<file path="src/rtl/debug_access_bridge.sv">
// debug_access_bridge
//   Bridges single debug-controller accesses onto the instruction memory,
//   data memory and register-file read ports of a halted core.
//
//   State | Meaning
//   ------+-----------------------------------------------------------
//   IDLE  | waiting for a rising edge on tx_flag
//   ACCESS| address driven; write enable pulsed for writes
//   WAIT  | read in flight, READ_LAT cycles, rdata captured on last one
//   DONE  | one-cycle done pulse (err set if the access was rejected)
//
//   Ports
//     CLK, RST                      clock, synchronous active-high reset
//     mode[2:0], tx_flag, halted    request from the debug controller
//     address_bridged, data_bridged access address and write data
//     data_internal                 last successful read result
//     busy, done, err               transaction status
//     imem_* / dmem_*               instruction / data memory ports
//     rf_addr, rf_rdata             register-file read port
module debug_access_bridge #(
    parameter int READ_LAT = 1
) (
    input  logic        CLK,
    input  logic        RST,
    input  logic [2:0]  mode,
    input  logic        tx_flag,
    input  logic        halted,
    input  logic [31:0] address_bridged,
    input  logic [31:0] data_bridged,
    output logic [31:0] data_internal,
    output logic        busy,
    output logic        done,
    output logic        err,
    output logic [31:0] imem_addr,
    output logic [31:0] imem_wdata,
    output logic        imem_we,
    input  logic [31:0] imem_rdata,
    output logic [31:0] dmem_addr,
    output logic [31:0] dmem_wdata,
    output logic        dmem_we,
    input  logic [31:0] dmem_rdata,
    output logic [4:0]  rf_addr,
    input  logic [31:0] rf_rdata
);

    localparam logic [2:0] M_IMEM_RD = 3'b001;
    localparam logic [2:0] M_DMEM_RD = 3'b010;
    localparam logic [2:0] M_IMEM_WR = 3'b011;
    localparam logic [2:0] M_DMEM_WR = 3'b100;
    localparam logic [2:0] M_RF_RD   = 3'b101;

    localparam logic [2:0] WAIT_LOAD = 3'(READ_LAT - 1);

    typedef enum logic [1:0] {IDLE, ACCESS, WAIT, DONE} state_t;

    state_t      state, state_nxt;
    logic        tx_q;
    logic        armed;      // set once tx_flag has been seen low since reset
    logic [2:0]  mode_q;
    logic [31:0] addr_q;
    logic [31:0] data_q;
    logic        rej_q;
    logic [2:0]  cnt_q;

    logic        start;
    logic        is_mem;
    logic        is_rf;
    logic        reject;
    logic        is_write;
    logic        last_wait;
    logic        drive;
    logic [31:0] cap_val;

    assign start = tx_flag && !tx_q && armed && (state == IDLE);

    assign is_mem = (mode == M_IMEM_RD) || (mode == M_DMEM_RD) ||
                    (mode == M_IMEM_WR) || (mode == M_DMEM_WR);
    assign is_rf  = (mode == M_RF_RD);
    assign reject = !halted || !(is_mem || is_rf) ||
                    (is_mem && (address_bridged[1:0] != 2'b00)) ||
                    (is_rf && (address_bridged[31:5] != 27'd0));

    assign is_write  = (mode_q == M_IMEM_WR) || (mode_q == M_DMEM_WR);
    assign last_wait = (state == WAIT) && (cnt_q == 3'd0);
    assign drive     = (state == ACCESS) || (state == WAIT);

    always_ff @(posedge CLK) begin
        if (RST) begin
            state         <= IDLE;
            tx_q          <= 1'b0;
            armed         <= 1'b0;
            mode_q        <= 3'd0;
            addr_q        <= 32'd0;
            data_q        <= 32'd0;
            rej_q         <= 1'b0;
            cnt_q         <= 3'd0;
            data_internal <= 32'd0;
        end else begin
            state <= state_nxt;
            tx_q  <= tx_flag;
            armed <= armed || !tx_flag;
            if (start) begin
                mode_q <= mode;
                addr_q <= address_bridged;
                data_q <= data_bridged;
                rej_q  <= reject;
            end
            if (state == ACCESS) begin
                cnt_q <= WAIT_LOAD;
            end else if ((state == WAIT) && (cnt_q != 3'd0)) begin
                cnt_q <= cnt_q - 3'd1;
            end
            if (last_wait) begin
                data_internal <= cap_val;
            end
        end
    end

    always_comb begin
        state_nxt = state;
        case (state)
            IDLE:    if (start) state_nxt = reject ? DONE : ACCESS;
            ACCESS:  state_nxt = is_write ? DONE : WAIT;
            WAIT:    if (cnt_q == 3'd0) state_nxt = DONE;
            DONE:    state_nxt = IDLE;
            default: state_nxt = IDLE;
        endcase
    end

    always_comb begin
        cap_val = data_internal;
        case (mode_q)
            M_IMEM_RD: cap_val = imem_rdata;
            M_DMEM_RD: cap_val = dmem_rdata;
            // x0 is hardwired to zero whatever the register file returns
            M_RF_RD:   cap_val = (addr_q[4:0] == 5'd0) ? 32'd0 : rf_rdata;
            default:   cap_val = data_internal;
        endcase
    end

    always_comb begin
        imem_addr  = 32'd0;
        imem_wdata = 32'd0;
        imem_we    = 1'b0;
        dmem_addr  = 32'd0;
        dmem_wdata = 32'd0;
        dmem_we    = 1'b0;
        rf_addr    = 5'd0;
        if (drive) begin
            case (mode_q)
                M_IMEM_RD: imem_addr = addr_q;
                M_DMEM_RD: dmem_addr = addr_q;
                M_IMEM_WR: begin
                    imem_addr  = addr_q;
                    imem_wdata = data_q;
                    imem_we    = (state == ACCESS);
                end
                M_DMEM_WR: begin
                    dmem_addr  = addr_q;
                    dmem_wdata = data_q;
                    dmem_we    = (state == ACCESS);
                end
                M_RF_RD:   rf_addr = addr_q[4:0];
                default:   ;
            endcase
        end
    end

    assign busy = (state != IDLE);
    assign done = (state == DONE);
    assign err  = (state == DONE) && rej_q;

endmodule

</file>
<file path="config.mk">
export PLATFORM = sky130hd
export DESIGN_NAME = debug_access_bridge
export DESIGN_NICKNAME = d
export VERILOG_FILES = /design/src/rtl/debug_access_bridge.sv
export SDC_FILE = /design/constraint.sdc
export NUM_CORES = 1
export LEC_CHECK = 0
export ABC_AREA = 1
export CAP_MARGIN = 10
export CORE_AREA = 2 2 133 135
export CTS_CLUSTER_DIAMETER = 120
export CTS_CLUSTER_SIZE = 40
export DETAILED_ROUTE_END_ITERATION = 12
export DIE_AREA = 0 0 135 137
export GPL_TIMING_DRIVEN = 0
export MAX_ROUTING_LAYER = met4
export PLACE_DENSITY = 0.69
export SLEW_MARGIN = 20
export SYNTH_ARGS = -nofsm -noshare
export SYNTH_HDL_FRONTEND = slang
export SYNTH_SLANG_ARGS = --single-unit
export TNS_END_PERCENT = 1
</file>
<file path="constraint.sdc">
create_clock -name CLK -period 2 [get_ports CLK]
set_input_delay 0.2 -clock CLK [delete_from_list [all_inputs] [get_ports CLK]]
set_output_delay 0.2 -clock CLK [all_outputs]
set_load 0.02 [all_outputs]
</file>
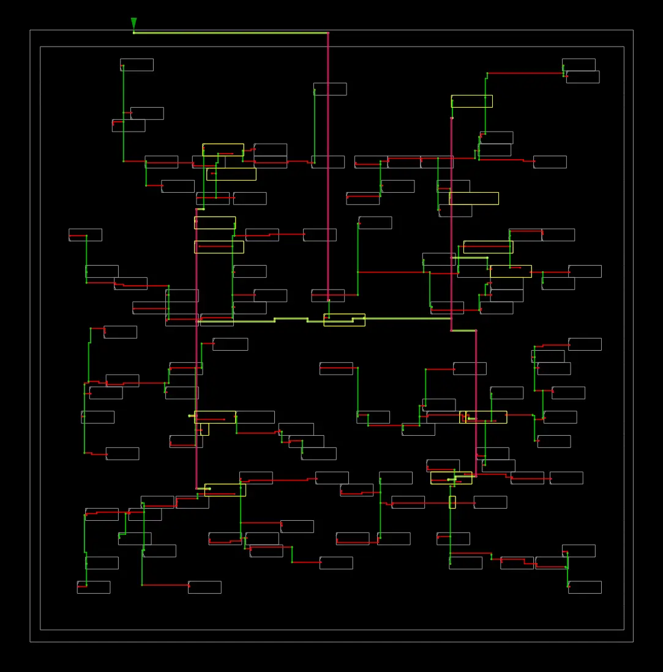
(run_1/clocks.png)
TritonCTS buffer count: 9
P_clk: 2.17 mW
Clock Sinks: 107
clock buffer count: 11

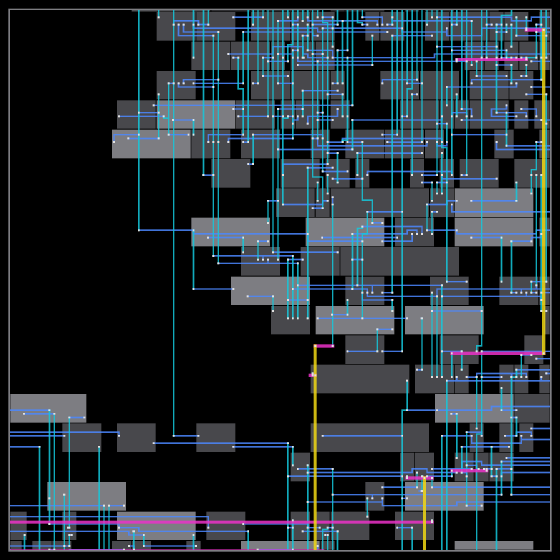
(run_1/detail.png)
Window x 9 to 59, y 78 to 128 µm. Cells in grey, sequential cells in the stronger grey; small squares are vias.
| layer | colour |
|---|---|
| metal 4 | yellow |
| metal 3 | magenta |
| metal 1 | blue |
| metal 2 | cyan |
netlist names of flops here include: `data_internal` (9), `addr_q` (5)
cells with their middle in the window: 111
most frequent: clkdlybuf4s50_1 (30), nand2_1 (16), dfxtp_1 (14)
sequential cells in the window: 14

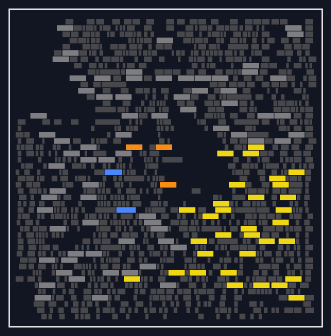
(run_1/flops_by_reg.png)
| netlist name | colour | flops |
|---|---|---|
| `cnt_q` | orange | 3 |
| `state` | blue | 2 |
| `data_q` | yellow | 32 |

==> impl_metrics.json, run 1 <==
{
  "top_cells_by_count": "120 x nor3_1, 107 x dfxtp_1, 101 x inv_1, 101 x nand2_1, 75 x a21oi_1",
  "syn-cell-area_um2": 5620,
  "slew_violations": 0,
  "p_sw_mw": 3.23,
  "drv_cap": 0,
  "dieHeight_um": 137,
  "fmax_ghz": 0.474,
  "placed_cell_area_um2": 9270,
  "grt_max_degree": 17,
  "postCtsSetupBuffers": 0,
  "p_leak_nw": 4.06,
  "violations": "negative setup slack",
  "use_met3": 0.0593,
  "final_area_um2": 9730,
  "run_status": "finished, violations left",
  "h-tree-depth": 3,
  "setup_slack_ns": -0.108,
  "clk_pin_slew_ns": 0.07,
  "setup_viol": 96,
  "period_used_share": 1.05
}
==> run 1: placed cells by master, fill, tap and decap left out, types with 8 or more instances in the layout <==
cell	instances
a21oi_1	75
nor3_1	54
buf_6	15
nand3_1	35
clkbuf_2	9
inv_1	97
buf_4	87
nand2_1	101
nor3_2	61
inv_2	8
clkdlybuf4s50_1	200
clkbuf_1	22
clkbuf_16	10
buf_2	56
o21ai_0	71
nand4_1	33
nor2_1	32
o211a_1	32
dfxtp_1	102
==> run 1: flip-flops by register name, indices dropped and copies added, names as in the netlist <==
name           flops
data_q            32
data_internal     32
addr_q            32
mode_q             3
rej_q              1
armed              1
tx_q               1
state              2
cnt_q              3
==> run 1: area by class of cell <==
| cell class | instances | area [µm²] | area share |
|---|---|---|---|
| clock inverters | 5 | 125 | 0.0129 |
| repair buffers | 338 | 2950 | 0.303 |
| flip-flops and latches | 107 | 2150 | 0.221 |
| multi-input cells | 517 | 3100 | 0.318 |
| clock buffers | 11 | 233 | 0.0239 |
| well taps | 225 | 282 | 0.0289 |
| inverters | 107 | 404 | 0.0415 |
| plain buffers | 68 | 492 | 0.0505 |
==> run 1: cells by family (layout without fill, tap and decap cells) <==
logic type	Yosys count	after routing	share of synthesized area
AND-OR/OR-AND	182	182	0.192
adder cells (fa/ha/maj)	6	6	0.0134
buffers and inverters	175	529	0.138
flip-flops	107	107	0.381
AND/OR/NAND/NOR	329	329	0.276
==> run 1: worst paths after layout <==
| check | from | end | slack [ns] | depth (start not counted) |
|---|---|---|---|---|
| worst max-delay path | state[0] | dmem_wdata[21] | -0.11 | 7 |
| worst min-delay path | tx_flag | armed | 0.44 | 2 |
| worst max register to register | state[0] | data_internal[20] | 0.14 | 9 |
| worst min register to register | cnt_q[0] | cnt_q[0] | 0.48 | 2 |
## Run 2: what changed since run 1
- ABC_AREA: 1 -> not set
- CORE_AREA: 2 2 133 135 -> 2 2 131 133
- DIE_AREA: 0 0 135 137 -> 0 0 133 135
- DONT_BUFFER_PORTS: not set -> 1
- PLACE_DENSITY: 0.69 -> 0.43
- REMOVE_ABC_BUFFERS: not set -> 1
==> run 2 against run 1 <==
Against the previous run:
- the run ends with negative hold slack left
- routed wire length down 16%
- flip-flop count unchanged
- clock skew down 0.0031 ns
- total power down 38%
- synthesized area down 4.0%
- hold slack worse by 0.52 ns
- first-iteration DRC count down 36%
- largest power group is now sequential cells
==> impl_metrics.json, run 2 <==
{
  "syn-cell-area_um2": 5400,
  "postCtsSetupBuffers": 7,
  "most-common-layout-cells": "137 x nand2_1, 102 x dfxtp_1, 69 x a21oi_1, 63 x and2_4, 36 x nor2_1",
  "hold_viol": 73,
  "hold_ws_ns": -0.0846,
  "final_common_cell": "nand2_1",
  "top_regs": "addr_q (32), data_internal (32), data_q (32)",
  "xor_share": 0.00162,
  "clk_pin_slew_ns": 0.07,
  "drv_cap": 0,
  "violations": "negative hold slack",
  "topCombFamilyByArea": "simple AND/OR/NAND/NOR gates",
  "period_used_share": 0.995,
  "p_leak_nw": 2.28,
  "top_cells_by_count": "139 x nand2_1, 107 x dfxtp_1, 103 x and2_1, 70 x a21oi_1, 40 x nor2_1",
  "numCtsBuffers": 9,
  "slew_violations": 0,
  "adder_share": 0.0139,
  "dieHeight_um": 135,
  "h-tree-depth": 3,
  "grt_max_degree": 109,
  "placed_cell_area_um2": 5550,
  "final_area_um2": 6740,
  "run_status": "finished, violations left",
  "muxShareOfSynthArea": 0
}
==> run 2: cell count changes in the layout (fill, tap and decap cells not counted), moves of 32 or more <==
cell             before  now
clkdlybuf4s50_1     200    0
inv_1                97    4
buf_4                87   11
o21ai_0              71    1
and2_4                0   63
nor3_2               61    0
buf_2                56    0
nor3_1               54    6
nand2_1             101  137
nand3_1              35    1
a222oi_1              0   32
and2_2                0   32
nand4_1              33    1
o211a_1              32    0
==> run 2: per-layer routing <==
metal / vias up / track usage / part of all wire
met4: 0 / 0.0848 / 0.019
li1: 2334 / - / -
met5: - / - / 0
met1: 2424 / 0.216 / 0.39
met2: 255 / 0.348 / 0.51
met3: 20 / 0.0409 / 0.073
==> run 2: layout make-up <==
cell class / count / area [µm²]
repair buffers: 39 / 572
inverters: 7 / 31.3
clock inverters: 4 / 27.5
diodes: 1 / 2.50
clock buffers: 12 / 236
multi-input cells: 503 / 3440
fillers: 1627 / 9660
flip-flops and latches: 107 / 2160
well taps: 220 / 275
==> run 2: report_power, final <==
group / switching [mW] / internal [mW]
Combinational: 0.657 / 0.437
Clock: 0.791 / 0.845
Sequential: 0.184 / 2.29
==> run 2: cell families (layout without fill, tap and decap cells) <==
group	count (synthesis)	in the layout
compound gates	148	152
xor+xnor	1	1
simple gates	342	344
flops	107	107
buf+inv	69	62
fa+ha+maj	6	6
other cells	0	1
==> run 2: path summary, 6_finish.rpt <==
check / start / to / slack [ns] / cells past startpoint
worst max-delay path: state[0] / imem_wdata[27] / 0.009 / 7
worst min register to register: addr_q[30] / addr_q[30] / 0.46 / 2
worst min-delay path: RST / addr_q[26] / -0.08 / 1
worst max register to register: mode_q[0] / data_internal[26] / 0.07 / 6
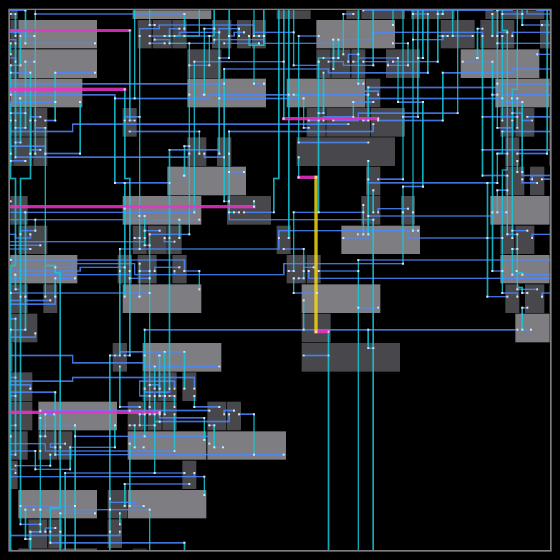
(run_2/detail.png)
Window x 8 to 58, y 76 to 126 µm. Cells in grey, sequential cells in the stronger grey; small squares are vias.
| layer | colour |
|---|---|
| metal 2 | cyan |
| metal 1 | blue |
| metal 4 | yellow |
| metal 3 | magenta |
cells with their middle in the window: 98
most frequent: nand2_1 (38), a21oi_1 (23), dfxtp_1 (22)
netlist names of flops here include: `data_q` (21), `addr_q` (1)
sequential cells in the window: 22

## Run 3: what changed since run 2
- CORE_AREA: 2 2 131 133 -> 10 10 121 123
- DIE_AREA: 0 0 133 135 -> 0 0 131 133
- PLACE_DENSITY: 0.43 -> 0.56
==> run 3 against run 2 <==
Against the previous run:
- critical endpoint is now imem_wdata[9]
- hold slack improved by 0.0011 ns
- the run ends with negative hold slack, negative setup slack left
- via count fell by 0.70%
- first-iteration DRC count rose by 37%
- critical path type unchanged
- largest power group unchanged
- routed wire length rose by 1.3%
==> impl_metrics.json, run 3 <==
{
  "setup_slack_ns": -0.0321,
  "power.internal_mw": 3.60,
  "top_regs": "addr_q (32), data_internal (32), data_q (32)",
  "wl_met2_um": 10800,
  "h-tree-depth": 3,
  "grtUsageMet1": 0.249,
  "hold_end": "addr_q[29]",
  "dieHeight_um": 133,
  "drv_cap": 0,
  "run_status": "finished, violations left",
  "violations": "negative hold slack, negative setup slack",
  "p_leak_nw": 2.10,
  "slew_violations": 0,
  "reg2reg_to": "data_internal[31]",
  "top_layer": "met4",
  "setup_viol": 21,
  "clk_pin_slew_ns": 0.07,
  "syn-cell-area_um2": 5400,
  "hold_viol": 71,
  "hold_ws_ns": -0.0836
}
==> run 3: cell counts after synthesis <==
Identical to the previous run, type by type.
==> run 3: final cells by class <==
cell class                      count  area (µm²)
Tap cell                          172         215
Timing Repair Buffer               22         280
Multi-Input combinational cell    503        3380
Clock buffer                       14         274
Antenna cell                        1        2.50
Clock inverter                      1        7.51
Fill cell                        1132        6020
Inverter                            7        26.3
Sequential cell                   107        2150
==> run 3: metrics by stage <==
step	hold WS (ns)	area, µm²	std cells	utilization	setup TNS, ns
floorplan	0.265	5120	611	-	-181.45
global placement	0.282	5330	783	0.431	-409.10
detailed placement	0.286	5470	788	0.443	-59.45
CTS	-0.0880	6300	826	0.510	-1.39
global route	-0.0861	6340	827	0.513	-5.17
finish	-0.0836	6340	827	0.513	-0.286
==> run 3: how the worst max path moves through the flow <==
stage                     startpoint                to  slack (ns)  depth (start not counted)
final                       state[0]     imem_wdata[9]       -0.03                          7
after global routing        state[0]     imem_wdata[9]        -0.1                          7
after CTS                   state[0]     imem_wdata[9]       -0.04                          7
after detailed placement   mode_q[1]  data_internal[9]       -1.01                          4
after global placement      state[0]         data_q[0]       -2.71                          6
after floorplan            mode_q[1]  data_internal[0]       -1.62                          4
==> run 3: kinds of logic after synthesis <==
logic type,Yosys count,synth area share
AND/OR/NAND/NOR,342,0.314
adder cells (fa/ha/maj),6,0.0139
flip-flops,107,0.397
buffers and inverters,69,0.0570
AND-OR/OR-AND,148,0.216
XOR/XNOR,1,0.00162
==> run 3: repair_timing <==
action,in CTS,in global routing
pin swaps,18,4
cloned,7,0
resized,144,28
setup endpoints to repair,171,155
setup buffers,12,1
endpoints found under the hold margin,107,103
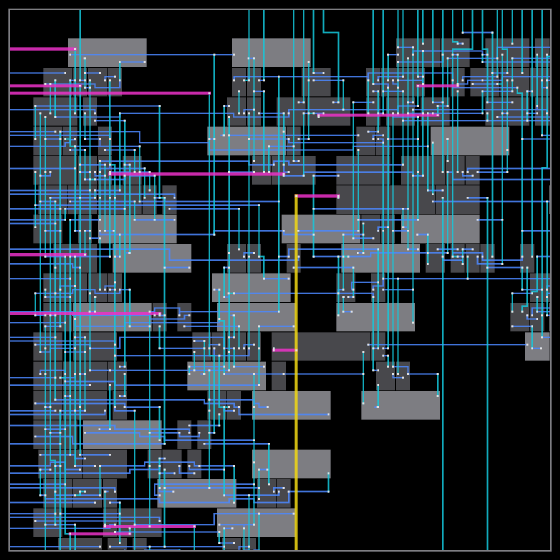
(run_3/detail.png)
Window x 8 to 58, y 75 to 125 µm. Cells in grey, sequential cells in the stronger grey; small squares are vias.
| layer | colour |
|---|---|
| metal 4 | yellow |
| metal 1 | blue |
| metal 2 | cyan |
| metal 3 | magenta |
netlist names of flops here include: `data_q` (20)
most frequent: nand2_1 (43), a21oi_1 (21)
cells with their middle in the window: 128
sequential cells in the window: 20


==> notes/layouts.md <==
Pictures saved along the way, in no particular order.

Gate families picked out.
Plate I
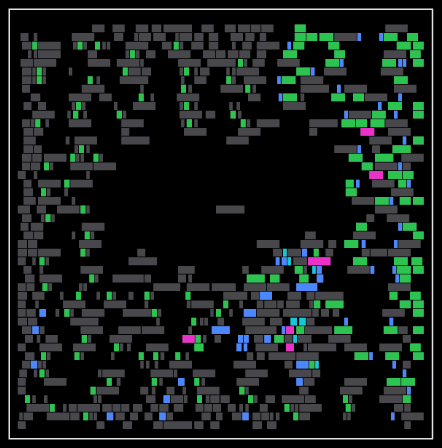
Plate II
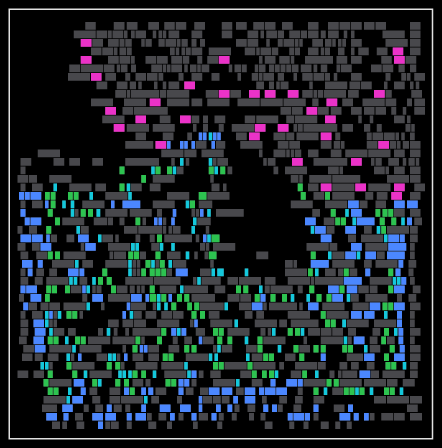
Of these, most cells: Plate II
- run 1 = Plate II
- run 2 = Plate I

Key to Plate I:
| family | colour | cells |
|---|---|---|
| nor cells | blue | 58 |
| non-inverting ao/oa cells | magenta | 6 |
| inv cells | cyan | 7 |
| aoi and oai cells | green | 146 |

No activity file was given, so power comes from the tool's default toggle rates.
